===== src/rtl/priority_enc_rr_v.sv =====
// priority_enc_rr_v: registered fixed/round-robin priority encoder that holds each grant until acknowledged
module priority_enc_rr_v #(
  parameter int WIDTH = 8,
  localparam int OUT_W = $clog2(WIDTH)
) (
  input  logic             i_clk,
  input  logic             i_rst_n,
  input  logic [WIDTH-1:0] i_code,
  input  logic             i_en,
  input  logic             i_mode,
  input  logic             i_ack,
  output logic [OUT_W-1:0] o_code,
  output logic [WIDTH-1:0] o_onehot,
  output logic             o_valid,
  output logic             o_multi
);
  typedef enum logic {IDLE, GRANT} state_t;
  state_t state, state_d;
  logic [OUT_W-1:0] ptr, ptr_d, fix_code, rr_code, code_d;
  logic [WIDTH-1:0] onehot_d;
  logic [OUT_W:0] idx;
  logic rr_held, rr_held_d, multi_d, load, found;
  assign load = i_en & (|i_code) & ((state == IDLE) | i_ack);
  assign ptr_d = (state == GRANT && i_ack && rr_held)
               ? ((o_code == OUT_W'(WIDTH - 1)) ? '0 : o_code + 1'b1) : ptr;
  assign o_valid = (state == GRANT);
  // Candidate grants: highest set bit, and first set bit at or above the (already updated) pointer with wrap
  always_comb begin
    fix_code = '0;
    rr_code = '0;
    found = 1'b0;
    idx = '0;
    for (int k = 0; k < WIDTH; k++) if (i_code[k]) fix_code = OUT_W'(k);
    for (int k = 0; k < WIDTH; k++) begin
      idx = {1'b0, ptr_d} + (OUT_W + 1)'(k);
      idx = (idx >= (OUT_W + 1)'(WIDTH)) ? idx - (OUT_W + 1)'(WIDTH) : idx;
      if (!found && i_code[idx[OUT_W-1:0]]) begin
        found = 1'b1;
        rr_code = idx[OUT_W-1:0];
      end
    end
  end
  // Next state and next registered outputs: load a new grant, drop to idle on a bare ack, otherwise hold
  always_comb begin
    state_d = state;
    code_d = o_code;
    onehot_d = o_onehot;
    multi_d = o_multi;
    rr_held_d = rr_held;
    if (load) begin
      state_d = GRANT;
      code_d = i_mode ? rr_code : fix_code;
      onehot_d = WIDTH'(1) << code_d;
      multi_d = |(i_code & (i_code - 1'b1));
      rr_held_d = i_mode;
    end else if (state == GRANT && i_ack) begin
      state_d = IDLE;
      code_d = '0;
      onehot_d = '0;
      multi_d = 1'b0;
      rr_held_d = 1'b0;
    end
  end
  // State, pointer and output registers with synchronous active-low reset
  always_ff @(posedge i_clk) begin
    if (!i_rst_n) begin
      state <= IDLE;
      ptr <= '0;
      o_code <= '0;
      o_onehot <= '0;
      o_multi <= 1'b0;
      rr_held <= 1'b0;
    end else begin
      state <= state_d;
      ptr <= ptr_d;
      o_code <= code_d;
      o_onehot <= onehot_d;
      o_multi <= multi_d;
      rr_held <= rr_held_d;
    end
  end
endmodule


===== config.mk =====
export PLATFORM = sky130hd
export DESIGN_NAME = priority_enc_rr_v
export DESIGN_NICKNAME = d
export VERILOG_FILES = /design/src/rtl/priority_enc_rr_v.sv
export SDC_FILE = /design/constraint.sdc
export NUM_CORES = 1
export LEC_CHECK = 0
export ABC_AREA = 1
export CAP_MARGIN = 20
export CORE_UTILIZATION = 30
export CTS_CLUSTER_DIAMETER = 50
export DETAILED_ROUTE_END_ITERATION = 16
export SETUP_SLACK_MARGIN = 0.15
export SLEW_MARGIN = 40
export SYNTH_ARGS = -nofsm -noshare
export SYNTH_HDL_FRONTEND = slang
export SYNTH_SLANG_ARGS = --single-unit

===== constraint.sdc =====
create_clock -name i_clk -period 4.7 [get_ports i_clk]
set_input_delay 0.47 -clock i_clk [delete_from_list [all_inputs] [get_ports i_clk]]
set_output_delay 0.47 -clock i_clk [all_outputs]
set_load 0.1 [all_outputs]

Run 1, gate families picked out:
Scale: 4 px per µm.
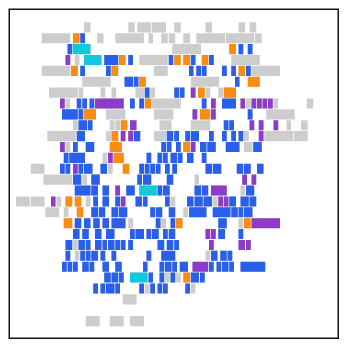
| family | color | cells | most used |
|---|---|---|---|
| fa/ha/maj cells | cyan | 4 | ha_1 |
| aoi and oai cells | orange | 29 | a21oi_1 |
| nor cells | purple | 38 | nor2_1 |
| nand cells | blue | 196 | nand2_1 |

Run 1, routed clock nets over the placement:
Scale: 6 px per µm.
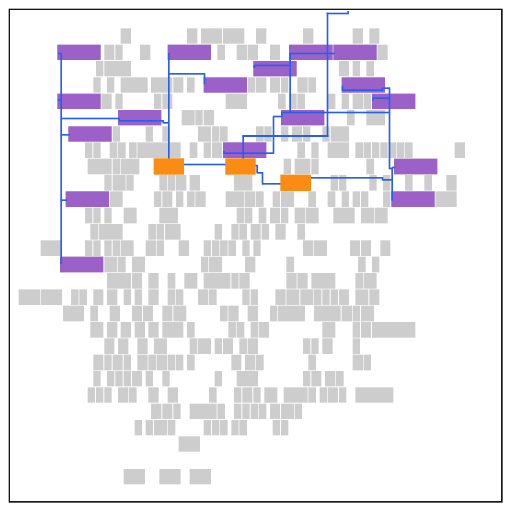
[clock-net drivers] orange | count: 3
[flip-flops] purple | count: 17
[clock wires] blue | length: 260 µm
routed clock nets: 4
clock latency on the worst-skew pair: 0.25 ns
worst clock skew: 0.00709 ns
power of the clock network: 111 µW
Clk network pwr share: 0.224

Run 1, signal wires by layer:
Scale: 3 px per µm. Only two layers are drawn.
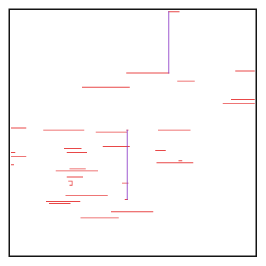
| layer | color | wire length |
|---|---|---|
| M4 | purple | 43.5 µm |
| M3 | red | 233 µm |

Run 1, I/O pins on the die edge:
Scale: 4 px per µm. Pins as bars across the die edge, other pins in gray.
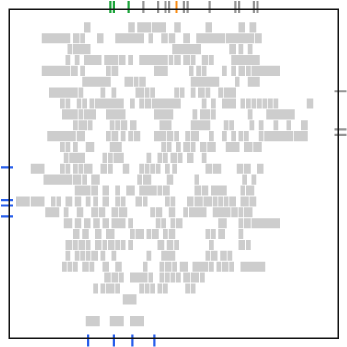
| port | color | pins | direction | edge |
|---|---|---|---|---|
| i_code | blue | 8 | input | 4 south, 4 west |
| o_code | green | 3 | output | north |
| o_multi | orange | 1 | output | north |

==> reports/notes.md, run 1 <==
* finished, final reports clean — run status
* 0.317 — core utilization before placement
* 0.731 — Final Cycle Share
* 349 — Net Count, Synth
* 0.00215 mm² — post-placement cell area
* 27 — total number of warnings across the stage logs
* 0.210 — Largest type area fraction
* 1.26 ns — reg-to-reg setup timing slack
* 0 — Post-synth EDFFs
* 0.00220 mm² — final non-filler cell area
* 1.12 nW — leakage dissipation
* 0 — number of nets with antenna violations after routing
* clkbuf_8 — clock root cell
* 332 — Gate Count Post-Synth
* 0.00603 mm² — Core Area
* register — endpoint class of the critical path
* nand2_1 — commonest non-fill, non-tap cell in the layout
* 127 — DRC violation total after the first TritonRoute iteration
* 0 — number of hold-slack violations in the final timing report
* 0 — Overflow after GRT
* 0.00191 mm² — cell area after synthesis
* register to register — crit path kind
* register — launching element type of the critical path
* 22 — reg2reg path depth
* 0.461 ns — worst hold slack after final layout
* 81.9 µm — vertical die dimension
* 4.29 mm — half-perimeter wire length after detailed placement
* 0 — number of antenna violations at the first check in global routing
* 0.118 mV — worst voltage drop across the vdd grid
* o_code[0] — launching instance or port of the critical path
* nand2_1 — biggest area consumer among synthesized cells
* 426 — number of placed instances with taps included
* 1863 — vias in the first global route
* 2.55 mm — wire length on met1
* 8.60 mm — global-route wire length before repair
* 0 — count of maximum capacitance violations
* 0.637 — headroom to the max-slew limit
* 0 — Post-CTS Setup Bufs
* 25 — Port Buf Inserts
* 0.42 ns — maximum cell stage delay along the critical path
* 0.164 — GRT Total Usage
* ha_1 > ha_1 > nor2_1 > inv_1 > nand2_4 > nand2_2 > ha_1 > inv_1 > nand3_1 > nand3_1 > nand2_1 > nand3_4 > nor2_8 > nand2_2 > nor2_1 > nor2_1 > nand3_1 > o21bai_1 > nand2_1 > nor2_1 > nor2_1 > nor2_1 — sequence of cells on the critical path
* 26 — IO Pins
* 17 — TritonCTS sink count
* 0 — final setup vio count
* yes — clock tree from TritonCTS
* o_onehot[1] — end of the worst register-to-register path
* 13 — largest fanout of any net on the critical path
* 3.62 ns — Arr. time, crit path
* 0 — Ant. Diodes
* met4 — highest metal used
* 0.00191 mm² — YS chip area
* 0.544 ns — worst-margin pin slew
* 0 ns — accumulated negative setup slack
* 28 — Cell Rows
* 3 — number of CTS-inserted buffers
* 0 — share of flip-flops with an asynchronous set or reset after synthesis
* 81.9 µm — horizontal extent of the die
* 663 — number of fill cells
* 494 µW — total power draw
* nand2_1 — most common cell in the synthesized netlist
* nand2_1, nand3_1, inv_1, nor2_1, nand2_2 — dominant logic cell types in the final layout
* 0 — detailed-route DRC error count
* o_onehot[1] — capturing element of the worst setup path
* 0 — number of synthesis warnings
* 0 — final-report max-slew violation count
* 232 µm — Detail Route met3 WL
* 5 — total iterations of the first detailed-routing run
* ha_1 — CP max-delay cell
* 2106 — routed vias
* dfxtp_1 — Main synth FF type
* nand2_1, nand3_1, inv_1, nor2_1, nand2_2 — most frequent cells after synthesis
* nor2_1 — cell repeated most along the worst path
* 0 — post-cts hold buffer count
* 2 — CTS max path bufs
* register to register — type of the tightest min-delay check
* 2.41 mm — met2 routed WL
* 0.178 — portion of the post-synthesis area used by sequential elements
* 4.90 — per-cell via count in the routed design
* 5.24 mm — Final Routed Wirelength
* 0.07 ns — clock-pin transition on the worst setup and hold timing paths
* 0 — quantity of gates resized following cts
* 430 — number of standard cells in the final layout excluding fillers
* 332 — ys cells
* 0.166 — share of post-route cells with drive strength above 1
* 225 mW/mm² — power per unit of standard cell area
* 0.00670 mm² — area of the die
## run 1: critical path, delay by kind of cell (launching register included)
kind | cells | cell delay (ns)
compound gates | 1 | 0.24
fa+ha+maj | 3 | 0.81
buf+inv | 2 | 0.29
flops | 1 | 0.33
simple gates | 16 | 1.68
## run 1: registers in the layout, indices dropped and copies added, names as in the netlist
register  flops
o_code        3
o_multi       1
ptr           3
rr_held       1
o_valid       1
o_onehot      8
## run 1: power breakdown
group,switching [mW],internal [mW],total (mW)
logic,0.166,0.0599,0.226
registers,0.00540,0.152,0.157
clock network,0.0505,0.0601,0.111
## run 1: worst min path at each step
stage,end,depth (start not counted),startpoint,slack (ns)
after floorplan,rr_held,2,rr_held,0.47
after global placement,o_onehot[2],2,o_onehot[2],0.46
after detailed placement,o_onehot[2],2,o_onehot[2],0.45
after CTS,o_onehot[2],2,o_onehot[2],0.46
after global routing,o_onehot[2],2,o_onehot[2],0.49
final,o_onehot[2],2,o_onehot[2],0.46
## run 1: kinds of logic (layout without fill, tap and decap cells)
logic type               Yosys count  count (layout)  synth area share
adder cells (fa/ha/maj)            4               4            0.0262
AND-OR/OR-AND                     29              29            0.0870
buffers and inverters             44              67            0.0961
flip-flops                        17              17             0.178
XOR/XNOR                           2               2           0.00916
AND/OR/NAND/NOR                  236             236             0.604
## run 1: per-layer routing
metal,track usage,vias to the layer above
li1,-,1115
met1,0.229,932
met2,0.268,55
met3,0.0200,4
met4,0.0351,0
met5,0,-
## run 1: layout make-up
type / count / area [µm²] / share of cell area
timing repair buffer: 25 / 185 / 0.0843
sequential: 17 / 340 / 0.155
inverter: 38 / 143 / 0.0650
multi-input combinational: 271 / 1390 / 0.632
clock buffer: 4 / 45.0 / 0.0205
tap: 75 / 93.8 / 0.0427
==> inputs of run 2 (changes only) <==
==> constraint.sdc (replaced) <==
create_clock -name i_clk -period 3.06 [get_ports i_clk]
set_input_delay 0.306 -clock i_clk [delete_from_list [all_inputs] [get_ports i_clk]]
set_output_delay 0.306 -clock i_clk [all_outputs]
set_load 0.1 [all_outputs]
Run 2, clock nets:
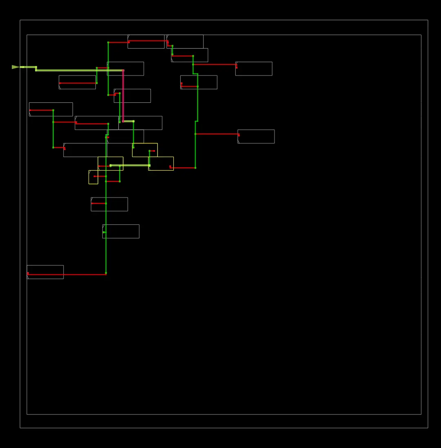
number of CTS-inserted buffers: 3
number of clock buffers in the layout: 3

==> reports/notes.md, run 2 <==
* nand2_1 — most common cell in the synthesized netlist
* 9.45 mm — global-route wire length before repair, +9.9%
* 0.317 — core utilization before placement, unchanged
* o_onehot[7] — capturing element of the worst setup path
* 2 — CTS max path bufs, unchanged
* nand2_1, nand3_1, inv_1, nor2_1, nand2_2 — most frequent cells after synthesis
* 0.00603 mm² — Core Area, unchanged
* 4 — worst hold path cell count, +2
* 110 — DRC violation total after the first TritonRoute iteration, -13%
* 4 — total iterations of the first detailed-routing run, -1
* nand2_1, nand3_1, inv_1, nand2_2, buf_4 — dominant logic cell types in the final layout
* 0.430 ns — worst hold slack after final layout, -0.0313 ns
* yes — clock tree from TritonCTS
* nand2_1 — commonest non-fill, non-tap cell in the layout
* 0 — number of synthesis warnings, unchanged
* 0.08 ns — clock-pin transition on the worst setup and hold timing paths, about the same
* finished, final reports clean — run status
* i_ack — startpoint of the most critical hold path
* 0.610 ns — worst-margin pin slew, +0.0665 ns
* 1.33 nW — leakage dissipation, +19%
* 445 — number of placed instances with taps included, +4.5%
* 0.00670 mm² — area of the die, unchanged
* 4.99 — per-cell via count in the routed design, +1.9%
* 28 — total number of warnings across the stage logs, +3.7%
* 2296 — routed vias, +9.0%
* o_code[0] — launching instance or port of the critical path
* 7 — largest fanout of any net on the critical path, -6
* 0.00239 mm² — post-placement cell area, +11%
* 28 — Cell Rows, unchanged
* 0 — Ant. Diodes, unchanged
* 25 — Port Buf Inserts, unchanged
* 0.944 — Final Cycle Share, +0.213
* 0 — number of antenna violations at the first check in global routing, unchanged
* 349 — Net Count, Synth, unchanged
* 8 — number of flip-flops under the largest register name, unchanged
* 17 — TritonCTS sink count, unchanged
* 0.17 ns — reg-to-reg setup timing slack, -1.09 ns
* 0 — final-report max-slew violation count, unchanged
* input port to register — type of the tightest min-delay check
* 3.07 ns — Arr. time, crit path, -0.55 ns
* 0.419 mV — worst voltage drop across the vdd grid, +260%
* register — launching element type of the critical path
* o_valid — worst-case hold path end point
* 0.369 — share of post-route cells with drive strength above 1, +0.203
* 26 — IO Pins, unchanged
* 0.00191 mm² — YS chip area, unchanged
* 0 — number of hold-slack violations in the final timing report, unchanged
* 0 — post-cts hold buffer count, unchanged
Run 2, I/O pins on the die edge:
Scale: 4 px per µm. Pins as bars across the die edge, other pins in gray.
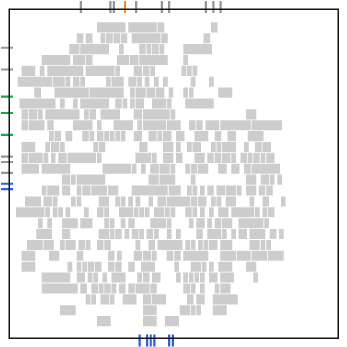
| port | color | pins | direction | edge |
|---|---|---|---|---|
| o_multi | orange | 1 | output | north |
| i_code | blue | 8 | input | 6 south, 2 west |
| o_code | green | 3 | output | west |
all pins by edge: 10 west, 10 north, 6 south

## run 2: area by class of cell
| class | count | area, µm² |
|---|---|---|
| multi-input cells | 271 | 1690 |
| well taps | 75 | 93.8 |
| clock inverters | 1 | 5.00 |
| repair buffers | 55 | 445 |
| inverters | 38 | 148 |
| clock buffers | 3 | 41.3 |
| flip-flops and latches | 17 | 355 |
| fillers | 645 | 3250 |
## run 2: repair_timing
action,CTS,global route
setup endpoints to repair,9,11
buffers inserted,4,7
pin swaps,12,38
gates resized,5,54
## run 2: worst max-delay path, stage by stage, from the launching register on
cell     delay, ns
dfxtp_4       0.36
ha_4          0.16
ha_4          0.16
nor2_4        0.15
inv_2         0.06
nand2_4       0.08
nand2_4       0.08
ha_4          0.35
inv_6         0.06
nand3_2       0.09
nand3_2       0.07
nand2_2       0.08
nand3_4       0.10
nor2_8        0.18
nand4_4       0.10
nand3_1       0.11
nand2_1       0.07
nand3_2       0.11
nand3_2       0.11
inv_2         0.13
nand2_2       0.06
a21oi_2       0.12
## run 2: logic make-up (layout without fill, tap and decap cells)
group                      after synthesis  in the layout  synth area share
AOI/OAI and AO/OA                       29             29            0.0870
xor gates and xnor gates                 2              2           0.00916
adders and majority gates                4              4            0.0262
buffers and inverters                   44             97            0.0961
DFF                                     17             17             0.178
and+or+nand+nor                        236            236             0.604
## run 2: layer usage
layer | up-vias | global-route usage | wire, µm
met5 | - | 0 | 0
met2 | 49 | 0.302 | 3050
met3 | 4 | 0.0133 | 167
met4 | 0 | 0.0193 | 17
li1 | 1189 | - | -
met1 | 1054 | 0.252 | 2810
## run 2: report_power, final
part	leakage, nW	switching [mW]	internal (mW)	total [mW]
clock network	0.0255	0.0817	0.0903	0.172
registers	0.141	0.00944	0.232	0.242
logic	1.17	0.301	0.145	0.447
No activity file was given, so power comes from the tool's default toggle rates.
